**src/rtl/gps_gate_sequencer_pkg.sv**
```systemverilog
// Shared definitions for the GPS gate sequencer: FSM state encoding and default sizing.
package gps_gate_pkg;

  typedef enum logic [1:0] {
    ST_IDLE = 2'd0,
    ST_ARM  = 2'd1,
    ST_GATE = 2'd2
  } state_t;

  localparam int DEFAULT_COUNTER_WIDTH  = 35;
  localparam int DEFAULT_WINDOW_BITS    = 4;
  localparam int DEFAULT_TIMEOUT_CYCLES = 20_000_000;

endpackage

```
**src/rtl/gps_gate_sequencer_gate_counter.sv**
```systemverilog
// Saturating gate cycle counter: clear to 0, load to 1, or increment; ovf marks an attempted
// increment past all-ones since the last clear/load.
module gate_counter #(
  parameter int WIDTH = 35
) (
  input  logic             clk,
  input  logic             rst_n,
  input  logic             clear,
  input  logic             load,
  input  logic             inc,
  output logic [WIDTH-1:0] cnt,
  output logic             ovf
);

  always_ff @(posedge clk) begin
    if (!rst_n) begin
      cnt <= '0;
      ovf <= 1'b0;
    end else if (clear) begin
      cnt <= '0;
      ovf <= 1'b0;
    end else if (load) begin
      cnt <= WIDTH'(1);
      ovf <= 1'b0;
    end else if (inc) begin
      if (&cnt) ovf <= 1'b1;
      else      cnt <= cnt + WIDTH'(1);
    end
  end

endmodule

```
**src/rtl/gps_gate_sequencer.sv**
```systemverilog
// GPS 1PPS gate sequencer: measures reference-clock cycles over window_len+1 PPS intervals.
// Optional macro GPS_PULSE_FILTER_EN qualifies PPS edges with a 4-cycle high-level filter.
module gps_gate_sequencer
  import gps_gate_pkg::*;
#(
  parameter int COUNTER_WIDTH  = DEFAULT_COUNTER_WIDTH,
  parameter int WINDOW_BITS    = DEFAULT_WINDOW_BITS,
  parameter int TIMEOUT_CYCLES = DEFAULT_TIMEOUT_CYCLES
) (
  input  logic                     system_clk,
  input  logic                     rst_n,
  input  logic                     gps_pulse,
  input  logic                     enable,
  input  logic [WINDOW_BITS-1:0]   window_len,
  input  logic                     result_ack,
  output logic [COUNTER_WIDTH-1:0] result,
  output logic                     result_overflow,
  output logic                     result_valid,
  output logic                     result_overrun,
  output logic                     gps_lost,
  output logic [1:0]               state
);

  localparam int               TMO_W    = $clog2(TIMEOUT_CYCLES);
  localparam logic [TMO_W-1:0] TMO_LAST = TMO_W'(TIMEOUT_CYCLES - 1);

  state_t                   state_q, state_d;
  logic                     s1, s2, s3;
  logic                     pps_edge;
  logic                     open_gate, close_gate, abort, clear_all;
  logic [WINDOW_BITS-1:0]   pulses, win;
  logic [TMO_W-1:0]         tmo;
  logic [COUNTER_WIDTH-1:0] cnt;
  logic                     ovf;

  // PPS synchroniser and rising-edge strobe
  always_ff @(posedge system_clk) begin
    if (!rst_n) begin
      s1 <= 1'b0;
      s2 <= 1'b0;
      s3 <= 1'b0;
    end else begin
      s1 <= gps_pulse;
      s2 <= s1;
      s3 <= s2;
    end
  end

`ifdef GPS_PULSE_FILTER_EN
  logic s4, s5, s6;

  always_ff @(posedge system_clk) begin
    if (!rst_n) begin
      s4 <= 1'b0;
      s5 <= 1'b0;
      s6 <= 1'b0;
    end else begin
      s4 <= s3;
      s5 <= s4;
      s6 <= s5;
    end
  end

  // Fires once, three cycles after the plain edge, only if s2 held high for four cycles.
  assign pps_edge = s2 & s3 & s4 & s5 & ~s6;
`else
  assign pps_edge = s2 & ~s3;
`endif

  always_ff @(posedge system_clk) begin
    if (!rst_n) state_q <= ST_IDLE;
    else        state_q <= state_d;
  end

  // enable low overrides everything, including a coincident PPS edge.
  always_comb begin
    state_d    = state_q;
    open_gate  = 1'b0;
    close_gate = 1'b0;
    abort      = 1'b0;
    clear_all  = 1'b0;
    if (!enable) begin
      state_d   = ST_IDLE;
      clear_all = 1'b1;
    end else begin
      case (state_q)
        ST_IDLE: state_d = ST_ARM;
        ST_ARM: begin
          if (pps_edge) begin
            state_d   = ST_GATE;
            open_gate = 1'b1;
          end
        end
        ST_GATE: begin
          if (pps_edge) begin
            close_gate = (pulses == win);
          end else if (tmo == TMO_LAST) begin
            abort   = 1'b1;
            state_d = ST_ARM;
          end
        end
        default: state_d = ST_IDLE;
      endcase
    end
  end

  assign state = state_q;

  gate_counter #(
    .WIDTH (COUNTER_WIDTH)
  ) u_gate_counter (
    .clk   (system_clk),
    .rst_n (rst_n),
    .clear (clear_all | abort),
    .load  (open_gate | close_gate),
    .inc   (state_q == ST_GATE),
    .cnt   (cnt),
    .ovf   (ovf)
  );

  // Handshake: result_valid rises on every gate close and stays high until a one-cycle
  // result_ack; an ack while result_valid is low has no effect. A close that lands on a
  // still-valid, un-acked result overwrites it and sets the sticky result_overrun.
  always_ff @(posedge system_clk) begin
    if (!rst_n) begin
      pulses          <= '0;
      win             <= '0;
      tmo             <= '0;
      gps_lost        <= 1'b0;
      result          <= '0;
      result_overflow <= 1'b0;
      result_valid    <= 1'b0;
      result_overrun  <= 1'b0;
    end else begin
      if (clear_all | abort | open_gate | pps_edge) tmo <= '0;
      else if (state_q == ST_GATE)                  tmo <= tmo + TMO_W'(1);

      if (clear_all | abort | open_gate | close_gate)  pulses <= '0;
      else if (state_q == ST_GATE && pps_edge)         pulses <= pulses + WINDOW_BITS'(1);

      if (open_gate | close_gate) win <= window_len;

      if (abort)          gps_lost <= 1'b1;
      else if (open_gate) gps_lost <= 1'b0;

      if (close_gate) begin
        result          <= cnt;
        result_overflow <= ovf;
        result_valid    <= 1'b1;
        if (result_valid && !result_ack) result_overrun <= 1'b1;
        else if (result_valid)           result_overrun <= 1'b0;
      end else if (result_ack && result_valid) begin
        result_valid   <= 1'b0;
        result_overrun <= 1'b0;
      end
    end
  end

endmodule

```
**config.mk**
```make
export PLATFORM = sky130hd
export DESIGN_NAME = gps_gate_sequencer
export DESIGN_NICKNAME = d
export VERILOG_FILES = /design/src/rtl/gps_gate_sequencer_pkg.sv /design/src/rtl/gps_gate_sequencer_gate_counter.sv /design/src/rtl/gps_gate_sequencer.sv
export SDC_FILE = /design/constraint.sdc
export NUM_CORES = 1
export LEC_CHECK = 0
export CORE_UTILIZATION = 45
export DETAILED_ROUTE_END_ITERATION = 8
export PLACE_DENSITY = 0.67
export SLEW_MARGIN = 10
export SYNTH_ARGS = -nofsm -noshare
export SYNTH_HDL_FRONTEND = slang
export SYNTH_SLANG_ARGS = --single-unit
```
**constraint.sdc**
```tcl
create_clock -name system_clk -period 2.6 [get_ports system_clk]
set_input_delay 0.65 -clock system_clk [delete_from_list [all_inputs] [get_ports system_clk]]
set_output_delay 0.65 -clock system_clk [all_outputs]
set_load 0.005 [all_outputs]
```
==> images/floorplan.png <==
The bar under the picture is 20 um long. Pins as bars on the die edge.
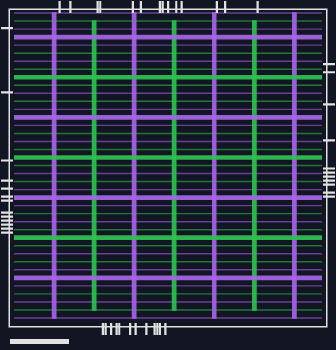
VDD -> green
VSS -> purple
met4 straps = 7
signal pins = 50
rows = 38
met5 straps = 7
met1 rails = 39

==> images/class_map.png <==
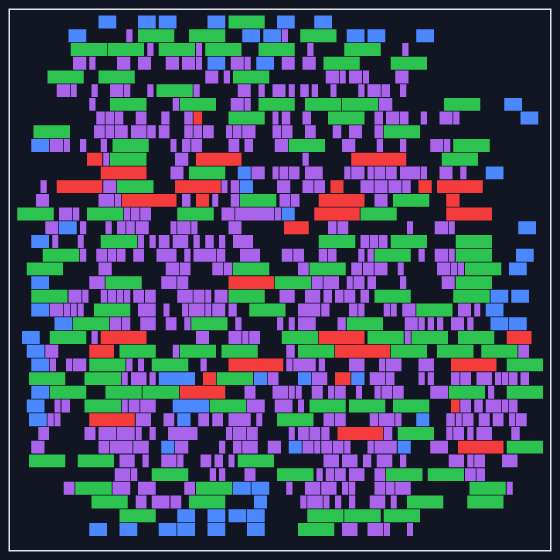
clock drivers and dummy loads -> red  # cells 32, share of their area 10%
registers -> green  # cells 113, share of their area 37%
remaining logic cells -> purple  # cells 442, share of their area 42%
remaining buffers and delay cells -> blue  # cells 63, share of their area 10%

==> flow_metrics.env <==
# physical design summary
export IMPL_worst_endpoint_required_ns=2.98
export IMPL_worst_path_max_delay_cell="sky130_fd_sc_hd__dfxtp_1"
export IMPL_detail_route_vias_per_cell=5.43
export IMPL_flop_share_of_the_area_pct=36.0
export IMPL_dieArea_um2=11500
export IMPL_max_slew_margin_rel_pct=62.7
export IMPL_instance_count_on_the_critical_path=7
export IMPL_ys_dominant_reg_cell="sky130_fd_sc_hd__dfxtp_1"
export IMPL_warnings=26
export IMPL_worst_ir_drop_vdd_v=0.000523
export IMPL_cts_htree_levels=4
export IMPL_hold_violations=0
export IMPL_ff_latch_area_um2=2260
export IMPL_final_instance_count_excl_fill=790
export IMPL_routed_wl_um=10700
export IMPL_post_synth_main_area_contributors="sky130_fd_sc_hd__dfxtp_1 (45%), sky130_fd_sc_hd__nand2_1 (8.4%), sky130_fd_sc_hd__a21boi_0 (5.6%)"
export IMPL_cts_num_sinks=113
export IMPL_cts_resized=0
export IMPL_num_fill_cells=986
export IMPL_final_design_area_no_fill_um2=6280
export IMPL_final_clkbuf_count=19
export IMPL_antenna_cells=0
export IMPL_power_frac_clock_pct=57.4
export IMPL_io_pin_count=50
export IMPL_avgSynthCellArea_um2=8.53
export IMPL_ff2ff_setup_slack_ns=0.31
export IMPL_cap_viol_max_count=0
export IMPL_area_dominant_class="logic gates"
export IMPL_synth_nets=595
export IMPL_post_synth_instance_area_um2=4970
export IMPL_rsz0062_at_grt="false"
export IMPL_post_syn_instances=583
export IMPL_grt_pass1_vias=4123
export IMPL_status="completed"
export IMPL_worst_path_max_fanout=26
-- how the worst min path moves through the flow --
stage,cells after the start,slack (ns),end
2_1_floorplan,1,0.41,s2
3_3_place_gp,1,0.42,s2
3_5_place_dp,1,0.42,s2
4_1_cts,1,0.44,s2
5_1_grt,1,0.47,s2
6_report,1,0.44,s2
-- registers in the layout, summed over array words and instances, names as in the netlist, 2 cells and up --
| register | cells |
|---|---|
| pulses | 4 |
| tmo | 25 |
| win | 4 |
| result | 35 |
| state | 2 |
| u_gate_counter.cnt | 35 |
-- per-stage QoR --
stage	utilization, %	total power [mW]	hold slack [ns]
after floorplan	-	1.82	0.412
after global placement	52.4	1.85	0.422
after detailed placement	52.4	1.85	0.422
after CTS	58.2	4.28	0.444
after global routing	58.2	4.37	0.471
final	58.2	4.24	0.439
-- metal layers --
| metal | GRT usage, % | up-vias | wire [um] |
|---|---|---|---|
| met5 | 0 | - | 0 |
| met2 | 33.3 | 82 | 4940 |
| met1 | 26.3 | 2021 | 5140 |
| met4 | 8.32 | 0 | 197 |
| li1 | - | 2165 | - |
| met3 | 4.80 | 19 | 411 |
-- logic make-up after synthesis --
logic type,count (synthesis),synth area share (%)
mux,7,1.41
compound gates,114,15.2
flops,113,45.5
xor+xnor,32,5.64
fa+ha+maj,3,0.755
simple gates,278,28.4
buf+inv,36,3.07
-- power groups by stage --
stage | clock (mW) | combinational (mW) | sequential (mW)
global placement | 0 | 0.0696 | 1.78
global route | 2.55 | 0.0772 | 1.74
CTS | 2.47 | 0.0713 | 1.74
detailed placement | 0 | 0.0711 | 1.78
finish | 2.43 | 0.0698 | 1.74
floorplan | 0 | 0.0400 | 1.78
Power figures rest on the tool's default switching activity, not on a simulated workload.
